**src/rtl/mmio_responder_if.sv**
```systemverilog
// Data-memory port bundle between the processor memory stage and the MMIO responder.
interface mmio_responder_if;
   logic [31:0] address_dmem;
   logic [31:0] data;
   logic        wren;
   logic [31:0] q_mmio;
   logic        hit;
   logic        irq;

   modport master (output address_dmem, data, wren, input q_mmio, hit, irq);
   modport slave  (input address_dmem, data, wren, output q_mmio, hit, irq);
endinterface

```
**src/rtl/mmio_responder.sv**
```systemverilog
// Word-addressed MMIO window: mailbox FIFO, 32-bit timer with compare match, sticky flags.
module mmio_responder #(
   parameter logic [31:0] BASE_ADDR  = 32'h0000_1000,
   parameter int unsigned FIFO_DEPTH = 8
) (
   input logic              clock,
   input logic              reset,
   mmio_responder_if.slave  bus
);
   localparam int unsigned PW = $clog2(FIFO_DEPTH);

   logic [31:0]   r_q;
   logic          r_hit;
   logic [31:0]   r_timer;
   logic [31:0]   r_cmp;
   logic          r_tmr_en;
   logic          r_irq_en;
   logic          r_ovf;
   logic          r_udf;
   logic          r_match;
   logic [31:0]   r_mem [FIFO_DEPTH];
   logic [PW-1:0] r_head;
   logic [PW-1:0] r_tail;
   logic [PW:0]   r_count;

   logic [31:0] w_off;
   logic        w_in;
   logic [2:0]  w_sel;
   logic        w_wr;
   logic        w_push;
   logic        w_pop;
   logic        w_twr;
   logic        w_cwr;
   logic        w_ctrlwr;
   logic        w_clr;
   logic        w_full;
   logic        w_empty;
   logic [31:0] w_timer_next;
   logic        w_match_set;
   logic        w_ovf_set;
   logic        w_udf_set;
   logic [31:0] w_rdata;

   // In-window iff the unsigned offset fits in 3 bits; wraps below BASE_ADDR fall out naturally.
   assign w_off    = bus.address_dmem - BASE_ADDR;
   assign w_in     = (w_off[31:3] == 29'd0);
   assign w_sel    = w_off[2:0];
   assign w_wr     = bus.wren & w_in;
   assign w_push   = w_wr & (w_sel == 3'd1);
   assign w_twr    = w_wr & (w_sel == 3'd2);
   assign w_cwr    = w_wr & (w_sel == 3'd3);
   assign w_ctrlwr = w_wr & (w_sel == 3'd4);
   assign w_pop    = w_wr & (w_sel == 3'd5);
   assign w_clr    = w_ctrlwr & bus.data[1];

   assign w_full  = (r_count == (PW+1)'(FIFO_DEPTH));
   assign w_empty = (r_count == '0);

   assign w_timer_next = w_twr ? bus.data : (r_tmr_en ? r_timer + 32'd1 : r_timer);
   assign w_match_set  = (w_twr & (bus.data == r_cmp)) | (r_tmr_en & (w_timer_next == r_cmp));
   assign w_ovf_set    = w_push & w_full;
   assign w_udf_set    = w_pop & w_empty;

   always_comb begin
      w_rdata = '0;
      case (w_sel)
         3'd0: w_rdata = {16'd0, 8'(r_count), 3'd0, r_match, r_udf, r_ovf, w_full, w_empty};
         3'd1: w_rdata = w_empty ? '0 : r_mem[r_head];
         3'd2: w_rdata = r_timer;
         3'd3: w_rdata = r_cmp;
         3'd4: w_rdata = {29'd0, r_irq_en, 1'b0, r_tmr_en};
         default: w_rdata = '0;
      endcase
   end

   // FIFO storage needs no reset: pointers and count alone define which entries are live.
   always_ff @(posedge clock) begin
      if (w_push && !w_full) r_mem[r_tail] <= bus.data;
   end

   always_ff @(posedge clock or posedge reset) begin
      if (reset) begin
         r_q      <= '0;
         r_hit    <= 1'b0;
         r_timer  <= '0;
         r_cmp    <= '0;
         r_tmr_en <= 1'b0;
         r_irq_en <= 1'b0;
         r_ovf    <= 1'b0;
         r_udf    <= 1'b0;
         r_match  <= 1'b0;
         r_head   <= '0;
         r_tail   <= '0;
         r_count  <= '0;
      end else begin
         r_hit <= w_in & ~bus.wren;
         r_q   <= (w_in && !bus.wren) ? w_rdata : '0;

         r_timer <= w_timer_next;
         if (w_cwr) r_cmp <= bus.data;
         if (w_ctrlwr) begin
            r_tmr_en <= bus.data[0];
            r_irq_en <= bus.data[2];
         end

         if (w_push && !w_full) begin
            r_tail  <= r_tail + 1'b1;
            r_count <= r_count + 1'b1;
         end else if (w_pop && !w_empty) begin
            r_head  <= r_head + 1'b1;
            r_count <= r_count - 1'b1;
         end

         // Set events take priority over a same-cycle clear.
         r_ovf   <= w_ovf_set   | (r_ovf   & ~w_clr);
         r_udf   <= w_udf_set   | (r_udf   & ~w_clr);
         r_match <= w_match_set | (r_match & ~w_clr);
      end
   end

   assign bus.q_mmio = r_q;
   assign bus.hit    = r_hit;
   assign bus.irq    = r_match & r_irq_en;
endmodule

```
**src/flat_wrapper.sv**
```systemverilog
// flat-port wrapper written by rule: the top's interface ports become plain ports
module mmio_responder_flat 
#(
   parameter logic [31:0] BASE_ADDR  = 32'h0000_1000,
   parameter int unsigned FIFO_DEPTH = 8
)
  (clock, reset, bus_address_dmem, bus_data, bus_wren, bus_q_mmio, bus_hit, bus_irq);
  mmio_responder_if bus_i ();
  input logic clock;
  input logic reset;
  input wire logic [$bits(bus_i.address_dmem)-1:0] bus_address_dmem;
  input wire logic [$bits(bus_i.data)-1:0] bus_data;
  input wire logic [$bits(bus_i.wren)-1:0] bus_wren;
  output wire logic [$bits(bus_i.q_mmio)-1:0] bus_q_mmio;
  output wire logic [$bits(bus_i.hit)-1:0] bus_hit;
  output wire logic [$bits(bus_i.irq)-1:0] bus_irq;
  assign bus_i.address_dmem = bus_address_dmem;
  assign bus_i.data = bus_data;
  assign bus_i.wren = bus_wren;
  assign bus_q_mmio = bus_i.q_mmio;
  assign bus_hit = bus_i.hit;
  assign bus_irq = bus_i.irq;
  mmio_responder #(.BASE_ADDR(BASE_ADDR), .FIFO_DEPTH(FIFO_DEPTH)) u_core (.clock(clock), .reset(reset), .bus(bus_i));
endmodule
```
**config.mk**
```make
export PLATFORM = sky130hd
export DESIGN_NAME = mmio_responder_flat
export DESIGN_NICKNAME = d
export VERILOG_FILES = /design/src/rtl/mmio_responder_if.sv /design/src/rtl/mmio_responder.sv /design/src/flat_wrapper.sv
export SDC_FILE = /design/constraint.sdc
export NUM_CORES = 1
export LEC_CHECK = 0
export ABC_AREA = 1
export CELL_PAD_IN_SITES_DETAIL_PLACEMENT = 0
export CELL_PAD_IN_SITES_GLOBAL_PLACEMENT = 1
export CORE_UTILIZATION = 51
export CTS_CLUSTER_SIZE = 12
export DETAILED_ROUTE_END_ITERATION = 8
export MAX_ROUTING_LAYER = met4
export PLACE_DENSITY_LB_ADDON = 0.1
export SLEW_MARGIN = 15
export SYNTH_ARGS = -nofsm -noshare
export SYNTH_HDL_FRONTEND = slang
export SYNTH_SLANG_ARGS = --single-unit
```
**constraint.sdc**
```tcl
create_clock -name clock -period 10.7 [get_ports clock]
set_input_delay 2.675 -clock clock [delete_from_list [all_inputs] [get_ports clock]]
set_output_delay 2.675 -clock clock [all_outputs]
set_load 0.01 [all_outputs]
```
**Run 1: placement by cell class**

The bar under the picture is 50 µm long. Fill, decap, tap and diode cells in grey.
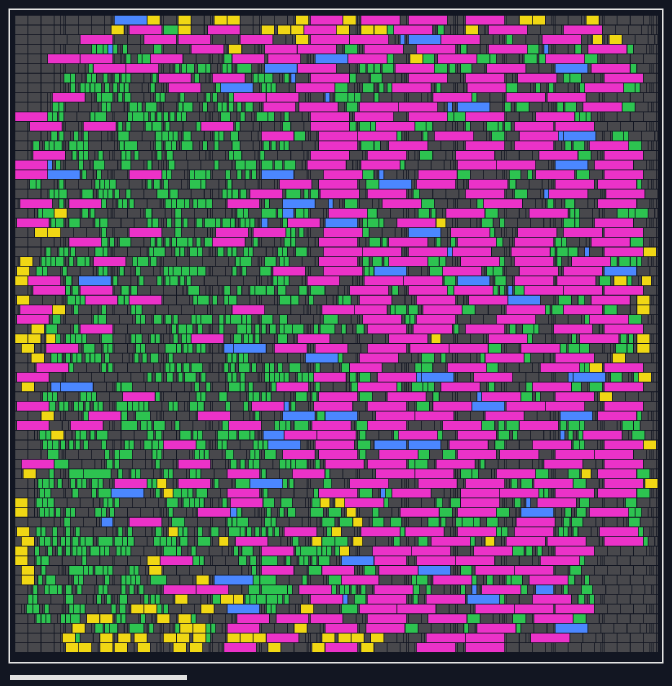
class	colour	cells
clock drivers and dummy loads	blue	72
remaining buffers and delay cells	yellow	120
registers	magenta	368
remaining logic cells	green	1155

**Run 1: cell outlines without signal wires**

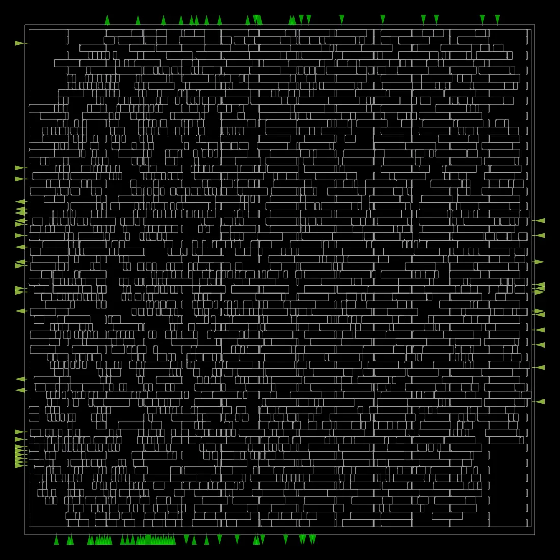
Non-Filler Instances: 2157
core box area: 0.03254 mm²
Flops: 368
standard-cell rows: 66
fill count: 2775

**Run 1: power grid**

Pins as bars on the die edge. Tap cells in grey.
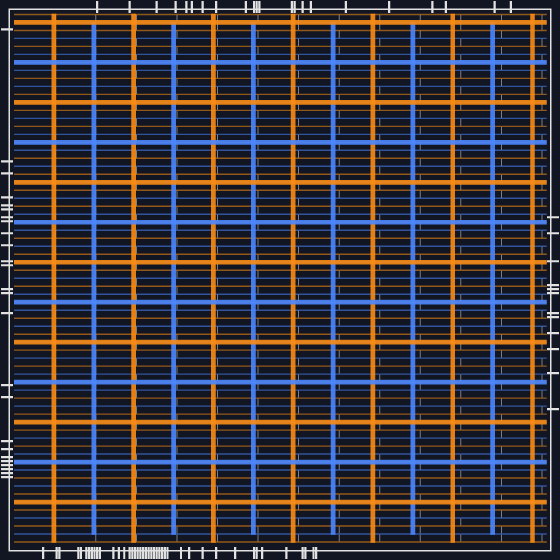
net	colour
VSS	orange
VDD	blue
tap cells	442
met5 straps	13
met1 rails	67

==> CHANGELOG.md, run 1 <==
### Physical design

* Post-CTS Setup Bufs at 0
* Mean routed wirelength per cell at between 20 and 25 µm
* Tap cells at 442
* Int Pwr at approximately 2.3 mW
* YS chip area at 0.01685 mm²
* Clk latency late pin at ~0.53 ns
* Routability cong. at a little over 0.9
* CTS Buffer Depth at 3
* Post-placement cell area at ~0.018 mm²
* Comb. cell area at around 0.0057 mm²
* CP Max Fanout at 32
* CP max stage delay at approximately 0.52 ns
* Stage-log warning count at 26
* Combinational fraction of design power at roughly 3.2%
* Met2 Resource Use GR at a little over two fifths
* Yosys cell count at ~1600
* Fin. max-slew vios at 0
* DR WL met3 at ~3000 µm
* Dominant Register Cell: edfxtp_1
* Lkg Pwr at just over 7 nW
* Tot Pwr at about 2.9 mW
* Sequential Power Share at between 50 and 60%
* Layout area overhead at 15.75%
* Register area at between 0.01 and 0.015 mm²
* Comb gates at 1035
* Synth mux share at about 3.8%
* Slew margin rel. at a little under a third
* Skew final at ~0.014 ns
* Yosys warnings at 0
* Initial antenna violation count at 0
* Final HPWL DP at just under 30000 µm
* GRT Residual Overflow at 0
* Buffers, non-clock at 120
* Clock buffer count at approximately 62
* Final hold vios at 0
* Vias in the first global route at 11912
* Fin util at roughly three fifths
* Synth Area in XOR/XNOR at around 2.7%
* Peak VDD IR at roughly 0.10 mV
* DR WL met2 at around 21000 µm
* Comb. pwr at between 0.09 and 0.1 mW
* Register share after synthesis at between 60% and 70%
* CP arrival at between 6 and 7 ns
* CP Buf/Inv Count at 6
* Pre-CTS setup slack at between 4 and 5 ns
* Syn Nets at between 1500 and 2000
* CTS tree: yes
* Post-synth ARST share at 30.43%
* H-tree depth at 2
* Yosys adder share at less than 1%
* Largest register FFs at 256
* Gr usage total at between 20 and 30%
* CP required at ~11 ns
* Largest non-sequential cell family by area: simple AND/OR/NAND/NOR gates
* Detailed router's first-iteration violation count at around 1100
* Crit path capture type: flip-flop
* Final setup violation count at 0
* Inverter count at 120
* Post-synthesis cell count at around 1600
* Vias/cell at between 5 and 6
* Fp_density at between 50% and 60%
* Max_cap viols at 0
* F_max at 0.1629 GHz
* Final Cell Area at approximately 0.020 mm²
* IO Pins at slightly above 100
* Largest cells by area after synthesis: edfxtp_1 (46%), dfrtp_1 (17%), nand2_1 (8.1%)
* Post-Route Setup TNS at 0 ns
* Die width at 183.8 µm
* Minimum clock period at 6.140 ns
* Reg2reg setup slack at approximately 7.5 ns
* Critical path depth in cells at 20
* IO Port Bufs at ~100
* Most used cell, CP: nand2_1
* Die Footprint at between 0.03 and 0.04 mm²
* Placed Instances at about 2100
* Die H at ~180 µm
* # DRC at 0
* Complex Gates by Area at slightly below 9%
* Hold buffer count at cts at 0
* Detailed-routing wirelength on met1 at between 20000 and 25000 µm
* Most numerous logic cells after layout: nand2_1 (361), edfxtp_1 (256), nor2_1 (170)
* NumNets Final at ~1800
* Most flops, register: u_core.r_mem
* Resize count post-CTS at 0
* Count of cell types in the netlist at approximately 43
* Clock transition at the registers of the reported paths at roughly 0.060 ns
* Sw Ratio at 21.03%
* NonClk Buf Share at 5.903%
* Crit-path cells: clkdlybuf4s50_1 > inv_1 > ha_1 > inv_1 > nor2_1 > nand2_1 > nor2_1 > nand2_1 > nor2_1 > nand2_1 > inv_1 > nand3_1 > nor2_4 > nand2_1 > inv_2 > nand2_1 > nor2_2 > nand2_1 > nor3_2 > buf_4
* Area leader, netlist: edfxtp_1
* Cycle use final at around 57%
* Slew @ Worst Pin at 1.036 ns
* Hold Crit Start: u_core.r_udf
* Worst Setup Path Type: primary input to flip-flop
* Setup ws final at between 4 and 5 ns
* Comb area share at between 20% and 30%
* Post-synth regs at 368
* Status: complete, no violations
* Worst hold endpoint: u_core.r_udf
* Synth top area share at 45.63%
* RSZ-0062 raised after global routing: false
* Critical-path top delay cell: clkdlybuf4s50_1
* Startpoint Class: primary input
* P_sw at 0.6097 mW
* Worst Setup SP: bus_address_dmem[13]
* Detailed Route WL at 45770 µm
* Pwr per Cell Area at between 100 and 150 mW/mm²
* Highest routed layer: met4
* CTS root buffer: clkbuf_16
* Global-route track usage on met1 at between 30% and 40%
* Share of layout cells above drive strength 1 at 6.706%
* Netlist Area Pre-Place at about 0.017 mm²
* Clk sinks at 368
**Run 1: the metal 2 layer**

The bar under the picture is 50 µm long.
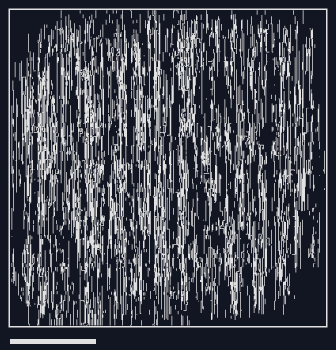

## Run 2: what changed since run 1
Settings changed: CORE_UTILIZATION 51 to 43.
Clock period 10.7 ns to 5.5 ns, I/O delays scaled along.
**Run 2: the metal 2 layer**

The bar under the picture is 50 µm long.
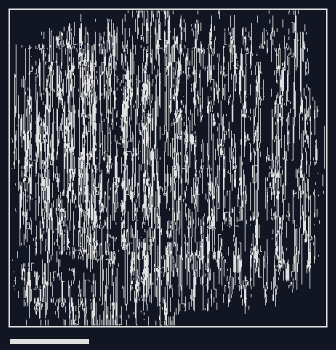
longest straight run	77.3 µm
nets with wire on the layer	1375
share of all routed wire	46%

**Run 2: cell outlines without signal wires**

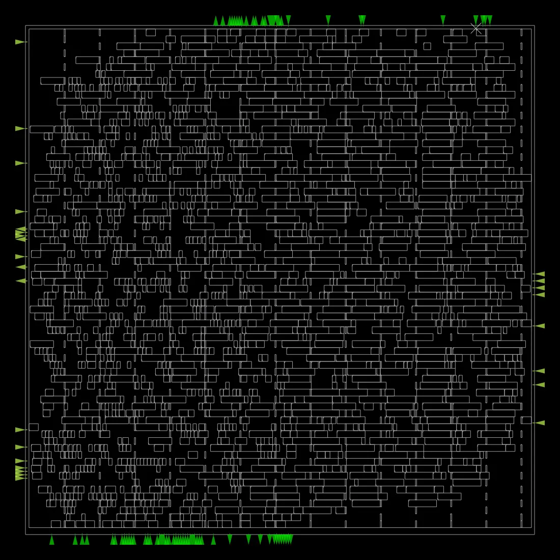
Non-Filler Instances: 2241
tap cells: 518
fin util: 51.21%

**Run 2: placement by cell class**

The bar under the picture is 50 µm long. Fill, decap, tap and diode cells in grey.
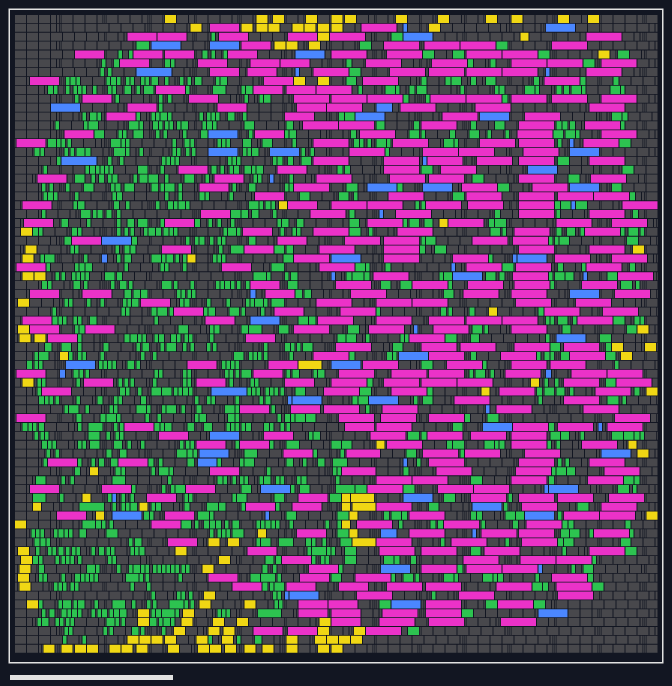
class	colour	cells
clock drivers and dummy loads	blue	75
registers	magenta	368
remaining buffers and delay cells	yellow	125
remaining logic cells	green	1155

==> CHANGELOG.md, run 2 <==
### Physical design

* Yosys adder share at 0.5644% (unchanged)
* Share of layout cells above drive strength 1 at 7.197% (was 6.706%)
* Netlist Area Pre-Place at 0.01685 mm² (unchanged)
* Status: finished with violations (was complete, no violations)
* Sequential Power Share at 51.0% (was 52.7%)
* NumNets Final at 1765 (was 1759)
* P_sw at 1.215 mW (was 0.6097 mW)
* Minimum clock period at around 4.3 ns
* Initial antenna violation count at 2 (was 0)
* Register area at 0.01050 mm² (unchanged)
* Failing checks: design-rule violations
* DR WL met3 at 3001 µm (was 3036 µm)
* Highest routed layer: met4 (unchanged)
* Standard-cell rows at 72 (was 66)
* Most numerous logic cells after layout: nand2_1 (361), edfxtp_1 (256), nor2_1 (170) (unchanged)
* Resize count post-CTS at 0 (unchanged)
* Buffers, non-clock at 125 (was 120)
* YS chip area at 0.01685 mm² (unchanged)
* CP Buf/Inv Count at 6 (unchanged)
* Final setup violation count at 0 (unchanged)
* Comb. cell area at 0.005663 mm² (was 0.005657 mm²)
* Dominant Register Cell: edfxtp_1 (unchanged)
* Vias/cell at 5.450 (was 5.701)
* Worst Setup SP: bus_address_dmem[13] (unchanged)
* Comb. pwr at 0.185 mW (was 0.0940 mW)
* Startpoint Class: primary input (unchanged)
* Post-synth regs at 368 (unchanged)
* Most used cell, CP: nand2_1 (unchanged)
* Critical path depth in cells at 20 (unchanged)
* GRT Residual Overflow at 0 (unchanged)
* IO Port Bufs at 100 (unchanged)
* Yosys warnings at 0 (unchanged)
* Clk latency late pin at 0.57 ns (was 0.53 ns)
* Max_cap viols at 0 (unchanged)
* Crit-path cells: clkdlybuf4s50_1 > inv_1 > ha_1 > inv_1 > nor2_1 > nand2_1 > nor2_1 > nand2_1 > nor2_1 > nand2_1 > inv_1 > nand3_1 > nor2_4 > nand2_1 > inv_2 > nand2_1 > nor2_2 > nand2_1 > nor3_2 > buf_4 (unchanged)
* Placed Instances at 2166 (was 2085)
* Yosys simple share at 17.33% (unchanged)
* CP required at 5.69 ns (was 10.86 ns)
* Detailed router's first-iteration violation count at 863 (was 1110)
* Comb area share at 28.61% (was 29.01%)
* Cycle use final at 78.46%
* Die width at 199.9 µm (was 183.8 µm)
* Hold Crit Start: u_core.r_udf (unchanged)
* NonClk Buf Share at 6.259% (was 5.903%)
* IO Pins at 101 (unchanged)
* Detailed Route WL at 47840 µm (was 45770 µm)
* Largest cells by area after synthesis: edfxtp_1 (46%), dfrtp_1 (17%), nand2_1 (8.1%) (unchanged)
* Post-synthesis cell count at 1593 (unchanged)
* Tot Pwr at 5.821 mW (was 2.899 mW)
* H-tree depth at 2 (unchanged)
* Pre-CTS setup slack at 0.6492 ns (was 4.049 ns)
* Post-synth ARST share at 30.43% (unchanged)
* Synth Area in XOR/XNOR at 2.703% (unchanged)
* Reg2reg setup slack at 2.44 ns (was 7.49 ns)
* Peak VDD IR at 0.1701 mV (was 0.1034 mV)
* Worst hold endpoint: u_core.r_udf (unchanged)
* Clock transition at the registers of the reported paths at 0.06 ns (about the same)
* Slew @ Worst Pin at 1.058 ns (was 1.036 ns)
* Area leader, netlist: edfxtp_1 (unchanged)
* DR WL met2 at 21880 µm (was 21150 µm)
* Clock buffer count at 58 (was 62)
* Synth top area share at 45.63% (unchanged)
* Sw Ratio at 20.88% (was 21.03%)
* Largest register FFs at 256 (unchanged)
* Fill count at 3495 (was 2775)
* Fin. max-slew vios at 0 (unchanged)
* Post-CTS Setup Bufs at 0 (unchanged)
* Inverter count at 120 (unchanged)
* Clk sinks at 368 (unchanged)
* CP max stage delay at 0.52 ns (about the same)
* Int Pwr at 4.605 mW (was 2.289 mW)
* Complex Gates by Area at 8.897% (unchanged)
* Hold buffer count at cts at 0 (unchanged)
* Worst Setup Path Type: primary input to flip-flop (unchanged)
* Synth mux share at 3.765% (unchanged)
* Crit path capture type: flip-flop (unchanged)
* RSZ-0062 raised after global routing: false (unchanged)
* Combinational fraction of design power at 3.2% (about the same)
* Fp_density at 43.59% (was 51.78%)
* Syn Nets at 1667 (unchanged)
* Count of cell types in the netlist at 43 (unchanged)
* Setup ws final at 1.185 ns (was 4.560 ns)
* Met2 Resource Use GR at 39.04% (was 43.94%)
* Comb gates at 1035 (unchanged)
* Post-Route Setup TNS at 0 ns (unchanged)
* Yosys cell count at 1593 (unchanged)
* Post-placement cell area at 0.01850 mm² (was 0.01831 mm²)
* CTS Buffer Depth at 3 (unchanged)
* Final Cell Area at 0.01979 mm² (was 0.01950 mm²)
* Detailed-routing wirelength on met1 at 21710 µm (was 20500 µm)
* Die H at 199.9 µm (was 183.8 µm)
* Critical-path top delay cell: clkdlybuf4s50_1 (unchanged)
* CP Max Fanout at 32 (unchanged)
* Mean routed wirelength per cell at 21.35 µm (was 21.22 µm)
* Routability cong. at 0.8694 (was 0.9257)
* CTS root buffer: clkbuf_16 (unchanged)
* # DRC at 1 (was 0)
* Core box area at 0.03865 mm² (was 0.03254 mm²)
* Most flops, register: u_core.r_mem (unchanged)
* Slew margin rel. at 28.93% (was 30.39%)
* Largest non-sequential cell family by area: simple AND/OR/NAND/NOR gates (unchanged)
* Register share after synthesis at 62.27% (unchanged)
* Global-route track usage on met1 at 35.56% (was 39.64%)
* Skew final at 0.01989 ns (was 0.01351 ns)
* Final HPWL DP at 31330 µm (was 29740 µm)
* Worst setup path endpoint: u_core.r_mem[3][23] (was u_core.r_mem[1][19])
* Die Footprint at 0.03998 mm² (was 0.03376 mm²)
* Pin count of the biggest net entering global routing at 94 (was 91)
* WHS Path Cells at 2 (unchanged)
* Stage-log warning count at 27 (was 26)
* Flops at 368 (unchanged)
* Lkg Pwr at 7.170 nW (was 7.070 nW)
* Final hold vios at 0 (unchanged)
* Vias in the first global route at 11917 (was 11912)
* GR peak layer: met2 (unchanged)
* CP arrival at 4.50 ns (was 6.30 ns)
* F_max at between 0.2 and 0.25 GHz
**Run 2: power grid**

Pins as bars on the die edge. Tap cells in grey.
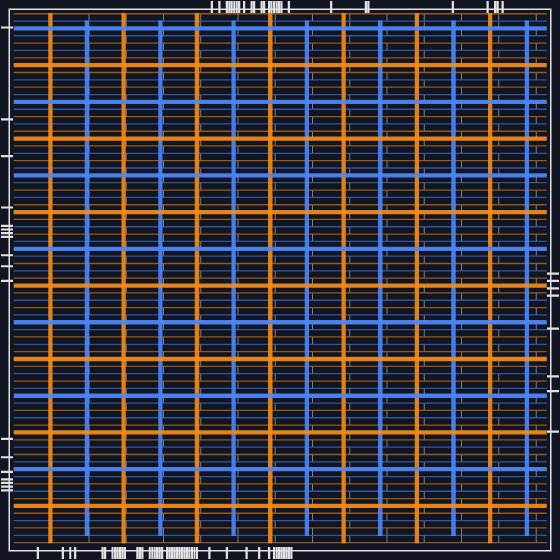

## Run 3: what changed since run 2
Clock period 5.5 ns to 3.9 ns, I/O delays scaled along.
**Run 3: power grid**

Pins as bars on the die edge. Tap cells in grey.
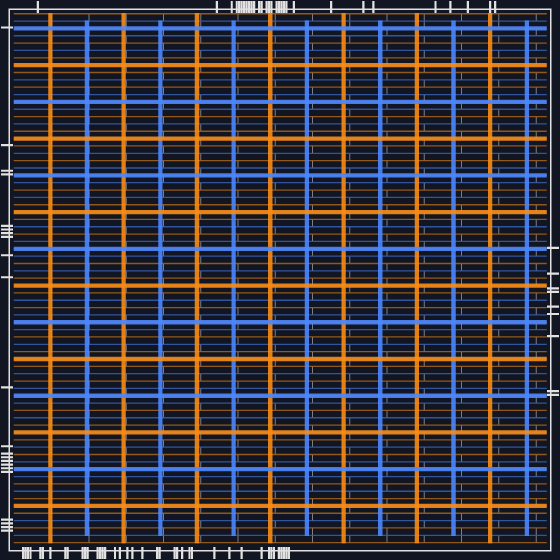
net	colour
VSS	orange
VDD	blue
met4 straps	14
signal pins	101
rows	72
tap cells	518
met1 rails	73

**Run 3: placement by cell class**

The bar under the picture is 50 µm long. Fill, decap, tap and diode cells in grey.
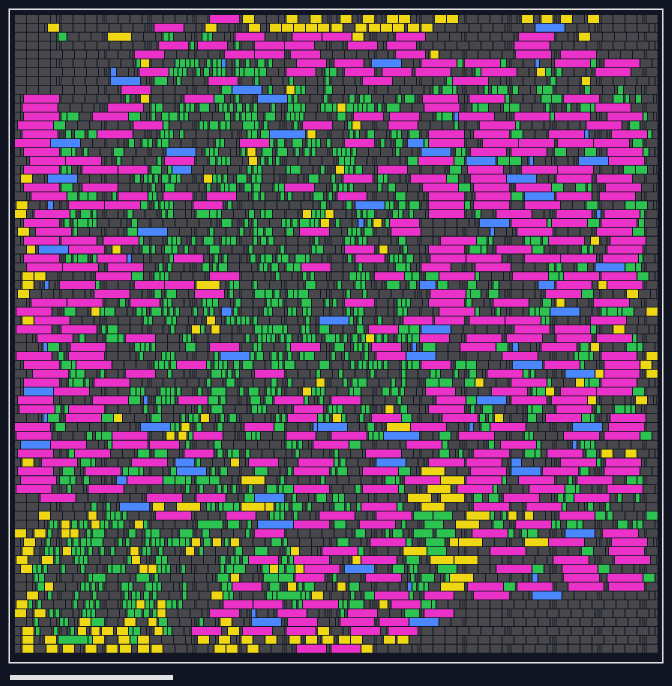
class	colour	cells
clock drivers and dummy loads	blue	75
remaining logic cells	green	1155
registers	magenta	368
remaining buffers and delay cells	yellow	201

**Run 3: cell outlines without signal wires**

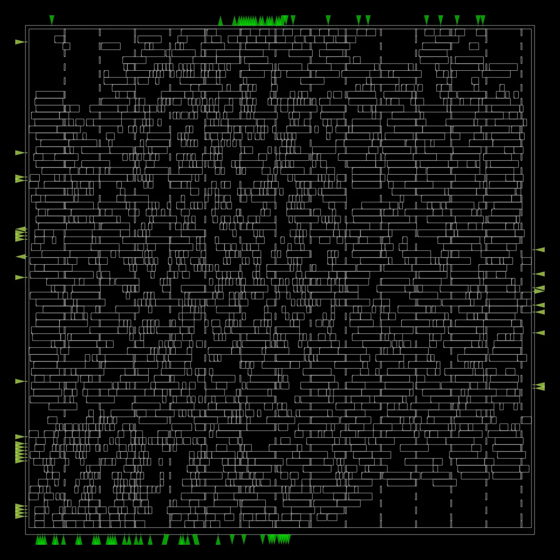
flop share of the area: 50.76%
standard-cell rows: 72
core box area: 0.03865 mm²
fill count: 3423

==> CHANGELOG.md, run 3 <==
### Physical design

* Startpoint Class: primary input (unchanged)
* CTS tree: yes (unchanged)
* Mean routed wirelength per cell at 21.20 µm (was 21.35 µm)
* Stage-log warning count at 28 (was 27)
* Worst hold endpoint: u_core.r_ovf (was u_core.r_udf)
* Count of cell types in the netlist at 43 (unchanged)
* Pre-CTS setup slack at -0.2099 ns (was 0.6492 ns)
* Comb area share at 27.80% (was 28.61%)
* Highest routed layer: met4 (unchanged)
* WHS Path Cells at 1 (was 2)
* Clk latency late pin at 0.56 ns (was 0.57 ns)
* Register share after synthesis at 62.27% (unchanged)
* Vias/cell at 5.442 (was 5.450)
* Tot Pwr at 8.257 mW (was 5.821 mW)
* F_max at 0.2844 GHz
* Flops at 368 (unchanged)
* Setup ws final at 0.3844 ns (was 1.185 ns)
* Critical path depth in cells at 25 (was 20)
* Worst Setup SP: bus_address_dmem[12] (was bus_address_dmem[13])
* Initial antenna violation count at 0 (was 2)
* DR WL met2 at 23260 µm (was 21880 µm)
* Fin. max-slew vios at 0 (unchanged)
* Hold Crit Start: u_core.r_ovf (was u_core.r_udf)
* Syn Nets at 1667 (unchanged)
* Routability cong. at 0.8636 (was 0.8694)
* Yosys simple share at 17.33% (unchanged)
* DR WL met3 at 2679 µm (was 3001 µm)
* # DRC at 0 (was 1)
* Die width at 199.9 µm (unchanged)
* Combinational fraction of design power at 3.5% (was 3.2%)
* Clock buffer count at 55 (was 58)
* Clock transition at the registers of the reported paths at 0.06 ns (about the same)
* Status: complete, no violations (was finished with violations)
* Yosys adder share at 0.5644% (unchanged)
* Global-route track usage on met1 at 34.70% (was 35.56%)
* Slew margin rel. at 54.12% (was 28.93%)
* Largest register FFs at 256 (unchanged)
* Detailed router's first-iteration violation count at 878 (was 863)
* Comb. pwr at 0.289 mW (was 0.185 mW)
* Comb gates at 1035 (unchanged)
* Detailed Route WL at 49110 µm (was 47840 µm)
* Post-synthesis cell count at 1593 (unchanged)
* CP required at 4.35 ns (was 5.69 ns)
* H-tree depth at 2 (unchanged)
* Inverter count at 120 (unchanged)
* Yosys cell count at 1593 (unchanged)
* Sequential Power Share at 50.7% (was 51.0%)
* Skew final at 0.01728 ns (was 0.01989 ns)
* Cycle use final at about 90%
* Fp_density at 43.59% (unchanged)
* CP Buf/Inv Count at 7 (was 6)
* Detailed-routing wirelength on met1 at 21650 µm (was 21710 µm)
* Met2 Resource Use GR at 41.10% (was 39.04%)
* GRT Residual Overflow at 0 (unchanged)
* Largest cells by area after synthesis: edfxtp_1 (46%), dfrtp_1 (17%), nand2_1 (8.1%) (unchanged)
* IO Pins at 101 (unchanged)
* Buffers, non-clock at 201 (was 125)
* CP arrival at 3.96 ns (was 4.50 ns)
* Worst Setup Path Type: primary input to flip-flop (unchanged)
* Most flops, register: u_core.r_mem (unchanged)
* Largest non-sequential cell family by area: simple AND/OR/NAND/NOR gates (unchanged)
* Yosys warnings at 0 (unchanged)
* Critical-path top delay cell: clkdlybuf4s50_1 (unchanged)
* Synth Area in XOR/XNOR at 2.703% (unchanged)
* Lkg Pwr at 7.653 nW (was 7.170 nW)
* Sw Ratio at 21.23% (was 20.88%)
* Gr usage total at 26.06% (was 25.67%)
* Final HPWL DP at 33880 µm (was 31330 µm)
* YS chip area at 0.01685 mm² (unchanged)
* GR peak layer: met2 (unchanged)
* Post-synth ARST share at 30.43% (unchanged)

## Gallery

Clock distribution.
picture 1
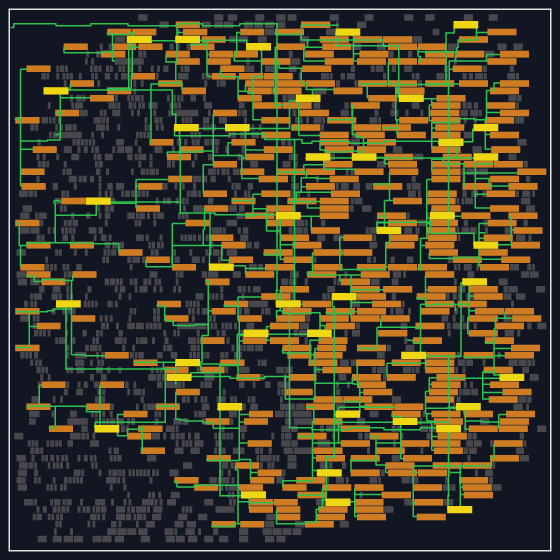
picture 2
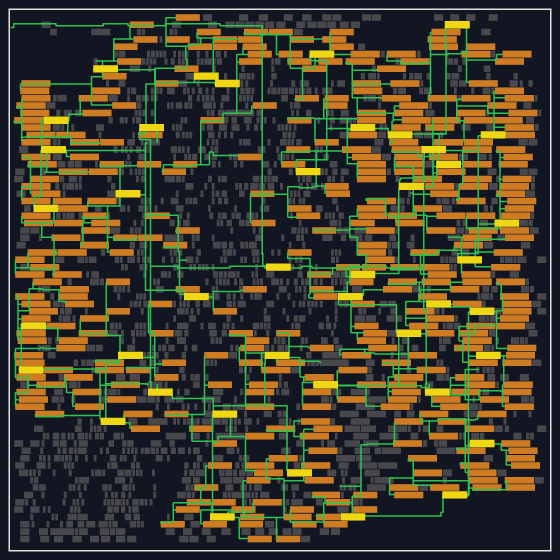
Picture 1 is run 2.
Picture 2 is run 3.

Key to picture 1:
[flip-flops] orange | count: 368
[clock wires] green | length: 4820 µm
[clock-net drivers] yellow | count: 41
flops lie	spread over the die
routed clock nets	42

No activity file was given, so power comes from the tool's default toggle rates.
